--- src/rtl/pc_fetch_ctrl.sv ---
// pc_fetch_ctrl: program counter and single-outstanding instruction-fetch sequencer with PMP/alignment faulting.
// Optional delivered-instruction counter is built only when FETCH_PERF_CNT_EN is defined.
`default_nettype none

module pc_fetch_ctrl #(
    parameter int                PC_W     = 8,
    parameter int                INSTR_W  = 32,
    parameter logic [PC_W-1:0]   RESET_PC = 8'h00,
    parameter logic [PC_W-1:0]   TRAP_VEC = 8'hF0
) (
    input  logic                 clk,
    input  logic                 rst,
    output logic [PC_W-1:0]      pc_current,
    input  logic [PC_W-1:0]      pc_next,
    input  logic                 redirect_valid,
    input  logic [PC_W-1:0]      redirect_pc,
    input  logic                 stall,
    input  logic                 pmp_x_ok,
    output logic                 imem_req,
    output logic [PC_W-1:0]      imem_addr,
    input  logic                 imem_gnt,
    input  logic                 imem_rvalid,
    input  logic [INSTR_W-1:0]   imem_rdata,
    output logic                 instr_valid,
    output logic [INSTR_W-1:0]   instr_data,
    output logic [PC_W-1:0]      instr_pc,
    output logic                 fetch_fault,
    output logic                 fault_cause,
    output logic [PC_W-1:0]      fault_pc,
    output logic [15:0]          fetch_count
);

    localparam logic [1:0] S_REQ   = 2'd0;
    localparam logic [1:0] S_WAIT  = 2'd1;
    localparam logic [1:0] S_HOLD  = 2'd2;
    localparam logic [1:0] S_FAULT = 2'd3;

    logic [1:0]         state_q, state_d;
    logic [PC_W-1:0]    pc_q, pc_d;
    logic               kill_q, kill_d;
    logic               iv_q, iv_d;
    logic [INSTR_W-1:0] idata_q, idata_d;
    logic [PC_W-1:0]    ipc_q, ipc_d;
    logic               fault_q, fault_d;
    logic               cause_q, cause_d;
    logic [PC_W-1:0]    fpc_q, fpc_d;

    logic               take_fault;
    logic               f_cause;
    logic [PC_W-1:0]    f_addr;
    logic               redir_mis;

    assign redir_mis = (redirect_pc[1:0] != 2'b00);

    always_comb begin
        state_d    = state_q;
        pc_d       = pc_q;
        kill_d     = kill_q;
        iv_d       = iv_q;
        idata_d    = idata_q;
        ipc_d      = ipc_q;
        fault_d    = 1'b0;
        cause_d    = cause_q;
        fpc_d      = fpc_q;
        take_fault = 1'b0;
        f_cause    = 1'b0;
        f_addr     = pc_q;

        case (state_q)
            S_REQ: begin
                if (redirect_valid) begin
                    if (redir_mis) begin
                        take_fault = 1'b1;
                        f_cause    = 1'b1;
                        f_addr     = redirect_pc;
                    end else begin
                        pc_d = redirect_pc;
                    end
                end else if (!pmp_x_ok) begin
                    take_fault = 1'b1;
                    f_cause    = 1'b0;
                    f_addr     = pc_q;
                end else if (imem_gnt) begin
                    state_d = S_WAIT;
                    kill_d  = 1'b0;
                end
            end
            S_WAIT: begin
                if (imem_rvalid) begin
                    state_d = S_REQ;
                    kill_d  = 1'b0;
                    if (redirect_valid) begin
                        if (redir_mis) begin
                            take_fault = 1'b1;
                            f_cause    = 1'b1;
                            f_addr     = redirect_pc;
                        end else begin
                            pc_d = redirect_pc;
                        end
                    end else if (kill_q) begin
                        // A killed request may carry a misaligned target parked in the PC.
                        if (pc_q[1:0] != 2'b00) begin
                            take_fault = 1'b1;
                            f_cause    = 1'b1;
                            f_addr     = pc_q;
                        end
                    end else begin
                        idata_d = imem_rdata;
                        ipc_d   = pc_q;
                        iv_d    = 1'b1;
                        pc_d    = pc_next;
                        state_d = S_HOLD;
                    end
                end else if (redirect_valid) begin
                    kill_d = 1'b1;
                    pc_d   = redirect_pc;
                end
            end
            S_HOLD: begin
                if (redirect_valid) begin
                    iv_d    = 1'b0;
                    state_d = S_REQ;
                    if (redir_mis) begin
                        take_fault = 1'b1;
                        f_cause    = 1'b1;
                        f_addr     = redirect_pc;
                    end else begin
                        pc_d = redirect_pc;
                    end
                end else if (!stall) begin
                    iv_d    = 1'b0;
                    state_d = S_REQ;
                end
            end
            S_FAULT: begin
                state_d = S_REQ;
            end
            default: begin
                state_d = S_REQ;
            end
        endcase

        if (take_fault) begin
            fault_d = 1'b1;
            cause_d = f_cause;
            fpc_d   = f_addr;
            pc_d    = TRAP_VEC;
            state_d = S_FAULT;
        end
    end

    always_ff @(posedge clk) begin
        if (rst) begin
            state_q <= S_REQ;
            pc_q    <= RESET_PC;
            kill_q  <= 1'b0;
            iv_q    <= 1'b0;
            idata_q <= '0;
            ipc_q   <= '0;
            fault_q <= 1'b0;
            cause_q <= 1'b0;
            fpc_q   <= '0;
        end else begin
            state_q <= state_d;
            pc_q    <= pc_d;
            kill_q  <= kill_d;
            iv_q    <= iv_d;
            idata_q <= idata_d;
            ipc_q   <= ipc_d;
            fault_q <= fault_d;
            cause_q <= cause_d;
            fpc_q   <= fpc_d;
        end
    end

`ifdef FETCH_PERF_CNT_EN
    logic [15:0] cnt_q;

    always_ff @(posedge clk) begin
        if (rst) begin
            cnt_q <= 16'h0000;
        end else if (iv_q && !stall && !redirect_valid && (cnt_q != 16'hFFFF)) begin
            cnt_q <= cnt_q + 16'd1;
        end
    end

    assign fetch_count = cnt_q;
`else
    assign fetch_count = 16'h0000;
`endif

    assign imem_req    = (state_q == S_REQ) & pmp_x_ok & ~redirect_valid & ~rst;
    assign imem_addr   = pc_q;
    assign pc_current  = pc_q;
    assign instr_valid = iv_q;
    assign instr_data  = idata_q;
    assign instr_pc    = ipc_q;
    assign fetch_fault = fault_q;
    assign fault_cause = cause_q;
    assign fault_pc    = fpc_q;

endmodule

`default_nettype wire

--- config.mk ---
export PLATFORM = sky130hd
export DESIGN_NAME = pc_fetch_ctrl
export DESIGN_NICKNAME = d
export VERILOG_FILES = /design/src/rtl/pc_fetch_ctrl.sv
export SDC_FILE = /design/constraint.sdc
export NUM_CORES = 1
export LEC_CHECK = 0
export CAP_MARGIN = 20
export CORE_MARGIN = 2
export CORE_UTILIZATION = 41
export DETAILED_ROUTE_END_ITERATION = 16
export PLACE_DENSITY = 0.89
export RECOVER_POWER = 50
export REMOVE_ABC_BUFFERS = 1
export SETUP_SLACK_MARGIN = 0.5
export SLEW_MARGIN = 40
export SYNTH_ARGS = -nofsm -noshare
export SYNTH_HDL_FRONTEND = slang
export SYNTH_SLANG_ARGS = --single-unit
--- constraint.sdc ---
create_clock -name clk -period 1.96 [get_ports clk]
set_input_delay 0.196 -clock clk [delete_from_list [all_inputs] [get_ports clk]]
set_output_delay 0.196 -clock clk [all_outputs]
set_load 0.05 [all_outputs]
==> deck_impl_summary.md, run 1 <==
Run Summary

Status
  – Status: completed

Setup path
  – Worst R2R End: imem_addr[2]
  – CP top delay family: simple AND/OR/NAND/NOR gates
  – Critical-path top delay cell: dfxtp_1
  – Critical Path Fanout Max: 6
  – Worst path max stage delay: 500 ps
  – WP data arrival: 1960 ps
  – Worst path bufs/invs: 3
  – Critical path class: register to register
  – Cell count along the critical path: 7
  – Crit path capture type: register
  – Worst r2r path cells: 7
  – Worst r2r src: state_q[1]

Die
  – Die area: 7650 um^2
  – Ports: 139
  – Row cnt: 30
  – Chip Height: 87.5 um
  – Die X: 87.5 um

Drt
  – Via Count: ~3,000
  – Initial DRC count: 123
  – First-pass iteration count of the detailed router: 5
  – Total Wirelength: 9.28 mm
  – Wire per inst: between 15 and 20 um

Global route
  – First-pass GRT wire length: 14.0 mm
  – Vias in the first global route: 2,886
  – GRT Overall Usage: 23.4%

Layout
  – Combinational gate area: about 1500 um^2
  – Synthesis-to-finish area growth: 55.5%
  – Fillers: 572
  – Layout Nets: 539
  – Final Instance Area: 4440 um^2

Clock network
  – Total clock sinks: 62
  – Root Buffer: clkbuf_8
  – Num CTS Buffers: 9
  – CTS tree: done
  – Post-CTS Setup Repair Bufs: 15
  – Clock latency on the worst-skew pair: 330 ps
  – Resize count post-CTS: 131
  – Clock slew at reported path FFs: 70 ps

Synth
  – Synth Flop Type: dfxtp_1
  – Synth Area in Simple Gates: 24.8%
  – MUX area fraction: 2.10%
  – Yosys cell count: 347
  – Synth area leader: dfxtp_1
  – Main area contributors: dfxtp_1 (43%), nand2_1 (11%), a21oi_1 (7.4%), buf_4 (6.6%), nand3_1 (2.8%)
  – Compound-cell area share of the yosys netlist: between 10% and 20%
  – Yosys synthesis chip area: 2860 um^2
  – EDFF count, synth: 0
  – Mapped Avg Cell Area: 8.23 um^2
  – Adder share: 0%
  – Top logic family: simple AND/OR/NAND/NOR gates
  – Area of the mapped netlist: 2860 um^2
  – XORs/XNORs by Area: 0%

STA
  – Slew Limit Fails: 0
  – Fin. Hold Viols: 0
  – Max-slew headroom: 57.1%
  – Clock skew: 9.42 ps
  – RSZ-0062 raised after global routing: true

Power
  – Leakage power: 1.89 nW
  – Peak supply drop: roughly 0.36 mV
  – Pwr Density: 806 nW/um^2

Job
  – Tool warnings: 27

Place
  – DP Area: 4090 um^2
  – Hpwl dp: between 5 and 6 mm

Min path
  – Worst hold stages: 3
==> run 1: sequential cells by signal (all words and copies together), names as in the netlist <==
name,cells
fault_cause,1
imem_addr,8
fault_pc,8
state_q,2
instr_valid,1
kill_q,1
fetch_fault,1
instr_pc,8
instr_data,32
==> run 1: worst register-to-register path, cell delays in order (launching register included) <==
cell,delay [ps]
dfxtp_1,500
nand2b_4,220
nor4_4,40
buf_4,150
buf_6,110
nor4_4,290
buf_6,180
a21boi_2,140
==> run 1: area by class of cell <==
type	instances	share of cell area, %
Multi-Input combinational cell	249	33.7
Timing Repair Buffer	158	30.8
Sequential cell	62	28.1
Clock buffer	10	2.87
Tap cell	80	2.25
Clock inverter	6	1.94
Inverter	4	0.338
==> run 1: cells by family after synthesis <==
logic type | after synthesis
flip-flops | 62
multiplexers | 6
buffers and inverters | 51
AND/OR/NAND/NOR | 142
AND-OR/OR-AND | 85
other | 1
==> run 1: routing by layer <==
| layer | global-route usage, % | routed length [um] | up-vias |
|---|---|---|---|
| met5 | 0 | 0 | - |
| met4 | 9.09 | 208 | 0 |
| met3 | 5.97 | 766 | 29 |
| met2 | 41.2 | 4690 | 177 |
| met1 | 27.0 | 3610 | 1414 |
| li1 | - | - | 1407 |
==> run 1: cell usage in the layout (no fill, tap or decap), types with 3 or more instances in the layout <==
cell | Yosys | routed
nand2_1 | 86 | 86
dfxtp_1 | 62 | 58
clkdlybuf4s50_1 | 0 | 48
a21oi_1 | 42 | 42
dlygate4sd2_1 | 0 | 42
buf_4 | 25 | 27
clkbuf_1 | 12 | 20
nand3_1 | 16 | 16
conb_1 | 1 | 16
o21ai_0 | 11 | 11
clkbuf_8 | 0 | 9
buf_6 | 2 | 8
nor2b_1 | 7 | 7
and3b_1 | 7 | 6
a21o_1 | 6 | 6
mux2i_1 | 6 | 6
clkdlybuf4s25_1 | 0 | 6
inv_1 | 4 | 4
o2bb2ai_2 | 0 | 4
nand2b_1 | 5 | 3
nor4_4 | 2 | 3
and2b_1 | 3 | 3
nand3b_1 | 3 | 3
dfxtp_2 | 0 | 3
==> run 1: power breakdown <==
part	leakage, nW	switching, mW	internal [mW]
Combinational	1.28	0.633	0.342
Clock	0.106	0.498	0.714
Sequential	0.506	0.0682	1.33
Total	1.89	1.20	2.38
==> run 1: through the flow <==
stage	cells	util, %	hold WS, ps	total power, mW	worst slack [ps]
final	569	65.7	332	3.58	274
after detailed placement	535	60.6	446	2.33	92.2
after global placement	535	60.6	440	2.31	143
after floorplan	315	-	265	1.93	-245
after CTS	568	66.5	337	3.58	454
after global routing	569	65.7	351	3.72	223
==> run 1: Yosys cell counts, types with 2 or more instances <==
library cell  number
a21boi_0           4
a21o_1             6
a21oi_1           42
a22o_1             2
a22oi_1            2
a31oi_1            2
and2b_1            3
and3b_1            7
buf_2              7
buf_4             25
buf_6              2
clkbuf_1          12
dfxtp_1           62
inv_1              4
mux2i_1            6
nand2_1           86
nand2b_1           5
nand3_1           16
nand3b_1           3
nor2_1             4
nor2b_1            7
nor3_1             3
nor4_4             2
o21ai_0           11
o2bb2ai_1          7
Fig. 1: run 1, cell placement
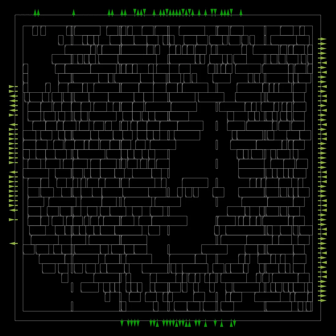
Seq Cell Count: 62
core area: 6760 um^2
fraction of area in registers: 28.1%
tap cells: 80

Fig. 2: run 1, met3 routing
Scale: 3 px per um. Cells faint in the background.
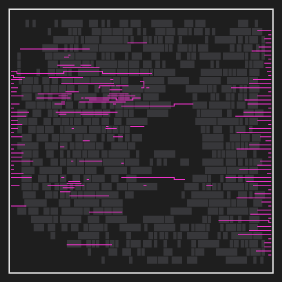
nets with wire on the layer: 120
main direction: horizontal
wire length on this layer: 767 um
share of all routed wire: 8.3%

Fig. 3: run 1, cell classes on the final placement
Scale: 6 px per um.
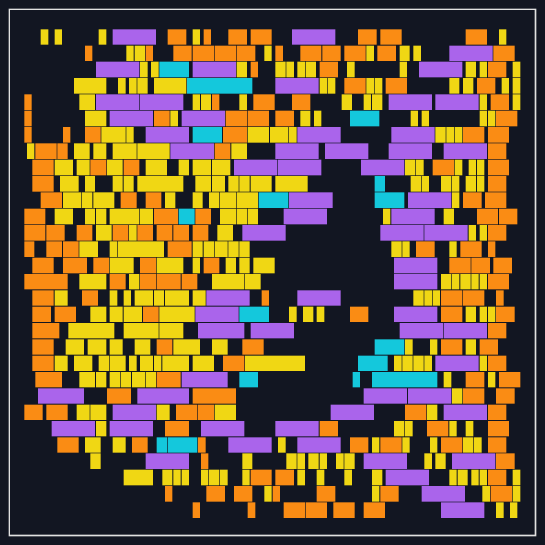
[yellow] remaining logic cells | cells: 253 | share of their area: 35%
[purple] registers | cells: 62 | share of their area: 29%
[cyan] clock drivers and dummy loads | cells: 16 | share of their area: 4.9%
[orange] remaining buffers and delay cells | cells: 158 | share of their area: 32%

==> run 2, diff against run 1 <==
Settings changed: CORE_ASPECT_RATIO set to 0.5, SKIP_CTS_REPAIR_TIMING set to 1.
Fig. 4: run 2, cell classes on the final placement
Scale: 4 px per um.
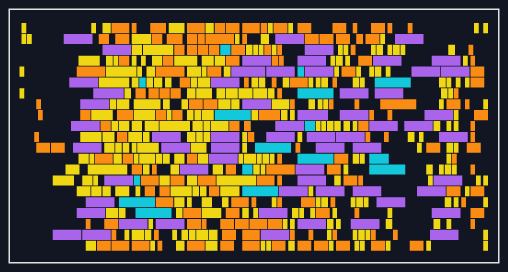
[cyan] clock drivers and dummy loads | cells: 16 | share of their area: 6.3%
[purple] registers | cells: 62 | share of their area: 29%
[orange] remaining buffers and delay cells | cells: 162 | share of their area: 30%
[yellow] remaining logic cells | cells: 253 | share of their area: 35%

Fig. 5: run 2, met3 routing
Scale: 3 px per um. Cells faint in the background.
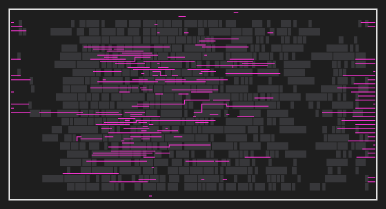
nets with wire on the layer: 107
wire length on this layer: 1,070 um
main direction: horizontal
longest straight run: 28.5 um
share of all routed wire: 9.5%

==> run 2 against run 1 <==
Synthesized cell count unchanged. Design area increased by 1.2%. Setup slack got worse by 98 ps. Clock skew decreased by 2.3 ps. Maximum frequency down 5.5%. Critical path depth shrank 1. Global-route usage down 1.2 points.
==> deck_impl_summary.md, run 2 <==
Run Summary

Power
  – Peak supply drop: 0.495 mV
  – Leakage power: roughly 1.9 nW
  – Int Pwr: 2.60 mW
  – Reg power frac: approximately 36%
  – Logic gate share of total power: 26.9%
  – Clock group share of total power: between 30% and 40%
  – NetSw: 1.33 mW
  – Pwr Density: 873 nW/um^2
  – Sw Ratio: between 30% and 40%

Global route
  – GRT Overall Usage: 22.2%
  – Largest net degree at the start of global routing: 32
  – Met3 Resource Use GR: between 5 and 6%
  – First-pass GRT wire length: 13.5 mm
  – Vias in the first global route: 2,845
  – Met1 Track Usage GR: 25.7%
  – Met2 Use GR: 39.2%
  – GRT Max-Usage Layer: met2

Setup path
  – Startpoint Class: register
  – Critical Path Fanout Max: 13
  – Worst r2r path cells: 6
  – WP data arrival: 2010 ps
  – Worst r2r src: state_q[0]
  – Worst endpoint required time: ~2200 ps
  – Critical path class: register to register
  – Crit path capture type: register
  – Worst R2R End: instr_data[16]

Die
  – Ports: approximately 140
  – Core area: 6700 um^2
  – Chip Height: roughly 63 um
  – Die area: between 7000 and 8000 um^2
  – Die X: 122 um
  – Row cnt: 21

STA
  – Fin. Hold Viols: 0
  – Final setup vio count: 0
  – Slew Limit Fails: 0
  – RSZ-0062 raised after global routing: true
  – Final worst setup slack: 176 ps
  – Post-layout minimum cycle time: 1780 ps
  – Max-slew headroom: 56.0%
  – Top achievable clock speed: roughly 560 MHz
  – Clock skew: 7.13 ps
  – Slew @ Worst Pin: 662 ps

Place
  – Placed Instances: roughly 560
  – Pre-CTS setup slack: -221 ps
  – DP Area: 4190 um^2
  – Hpwl dp: 6.05 mm
  – Final GP Congestion: around 0.84

Drt
  – First-pass iteration count of the detailed router: 5
  – Wire per inst: 19.4 um
  – Initial DRC count: 391
  – Total Wirelength: 11.3 mm
  – Via Count: 3,236

Synth
  – Post-synth regs: just over 60
  – Tally of unique sky130hd cells used after synthesis: approximately 42
  – Yosys cell count: 347
  – Most numerous cell in the Yosys netlist: nand2_1
  – Most instantiated cells after synthesis: nand2_1 (86), dfxtp_1 (62), a21oi_1 (42)
  – Synth area leader: dfxtp_1
  – Main area contributors: dfxtp_1 (43%), nand2_1 (11%), a21oi_1 (7.4%), buf_4 (6.6%), nand3_1 (2.8%)
  – Yosys synthesis chip area: 2860 um^2
  – EDFF count, synth: 0
  – Area of the mapped netlist: between 2000 and 3000 um^2
  – Mapped Avg Cell Area: 8.23 um^2
  – Synth Flop Type: dfxtp_1

Job
  – Max_cap viols: 0
  – Tool warnings: 26

Clock network
  – Root Buffer: clkbuf_16
  – Total clock sinks: between 60 and 70
  – CTS tree: done
  – Clock slew at reported path FFs: 60 ps
  – Num CTS Buffers: 9
  – Clock latency on the worst-skew pair: 330 ps

Layout
  – Commonest Layout Cell: nand2_1
  – Layout Nets: 543
  – Fillers: around 520
  – Post-route insts no fill: 586
  – Synthesis-to-finish area growth: 57.4%
  – Final Instance Area: 4490 um^2
  – Largest register FFs: 32
  – Most frequent logic cells in the routed design: nand2_1 (86), dfxtp_1 (59), clkbuf_1 (51)
  – Final core occ: 67.1%

Min path
  – Worst hold stages: 2
  – Worst Hold Class: input pin to register
  – Hold_sp: rst

Status
  – Status: completed
Fig. 6: run 2, register map, names as in the netlist
Scale: 4 px per um. Other sequential cells in the stronger gray, the rest of the logic in the fainter gray.
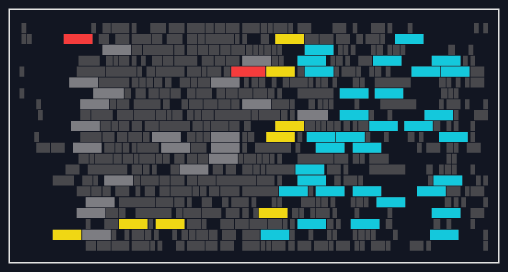
[cyan] instr_data | sequential cells: 32
[red] state_q | sequential cells: 2
[yellow] instr_pc | sequential cells: 8
not colored: 20

[run 2: cell counts after synthesis]
Identical to the previous run, type by type.
[run 2: worst max-delay path by stage]
stage / start / to / slack [ps]
finish: state_q[0] / instr_data[16] / 180
global route: state_q[0] / instr_data[16] / 130
CTS: state_q[1] / imem_addr[7] / -20
detailed placement: redirect_valid / imem_addr[7] / -220
global placement: redirect_valid / imem_addr[5] / -130
floorplan: state_q[0] / imem_req / -250
[run 2: area by class of cell]
cell class | instances | area [um^2] | area share (%)
Antenna cell | 1 | 2.50 | 0.0557
Sequential cell | 62 | 1250 | 27.8
Multi-Input combinational cell | 249 | 1540 | 34.2
Tap cell | 92 | 115 | 2.56
Inverter | 4 | 15.0 | 0.334
Clock inverter | 6 | 37.5 | 0.835
Timing Repair Buffer | 162 | 1300 | 29.0
Clock buffer | 10 | 239 | 5.32
[run 2: metal layers]
metal,routed length (um),up-vias
met5,0,-
met4,518,0
met3,1070,55
met2,5510,217
met1,4250,1540
li1,-,1424
[run 2: through the flow]
step                      hold slack (ps)  total power [mW]
after detailed placement              447              2.36
after floorplan                       265              1.93
after global routing                  313              4.04
final                                 315              3.92
after CTS                             284              3.78
after global placement                441              2.34
[run 2: critical path, cell delays in order (launching register included)]
cell,delay (ps)
dfxtp_1,390
buf_6,180
and2b_1,200
nand2_1,180
clkbuf_2,350
nand2_1,160
a21oi_1,230
[run 2: power by group through the flow]
stage / clock (mW) / combinational (mW) / sequential [mW]
2_1_floorplan: 0 / 0.263 / 1.67
3_3_place_gp: 0 / 0.927 / 1.41
3_5_place_dp: 0 / 0.942 / 1.42
4_1_cts: 1.44 / 0.947 / 1.39
5_1_grt: 1.55 / 1.09 / 1.41
6_report: 1.46 / 1.06 / 1.40
[run 2: cells by family after synthesis]
kind of cell / Yosys count / share of synthesized area (%)
AND/OR/NAND/NOR: 142 / 24.8
AND-OR/OR-AND: 85 / 18.7
flip-flops: 62 / 43.5
buffers and inverters: 51 / 10.8
multiplexers: 6 / 2.10
other: 1 / 0.131
Power figures rest on the tool's default switching activity, not on a simulated workload.
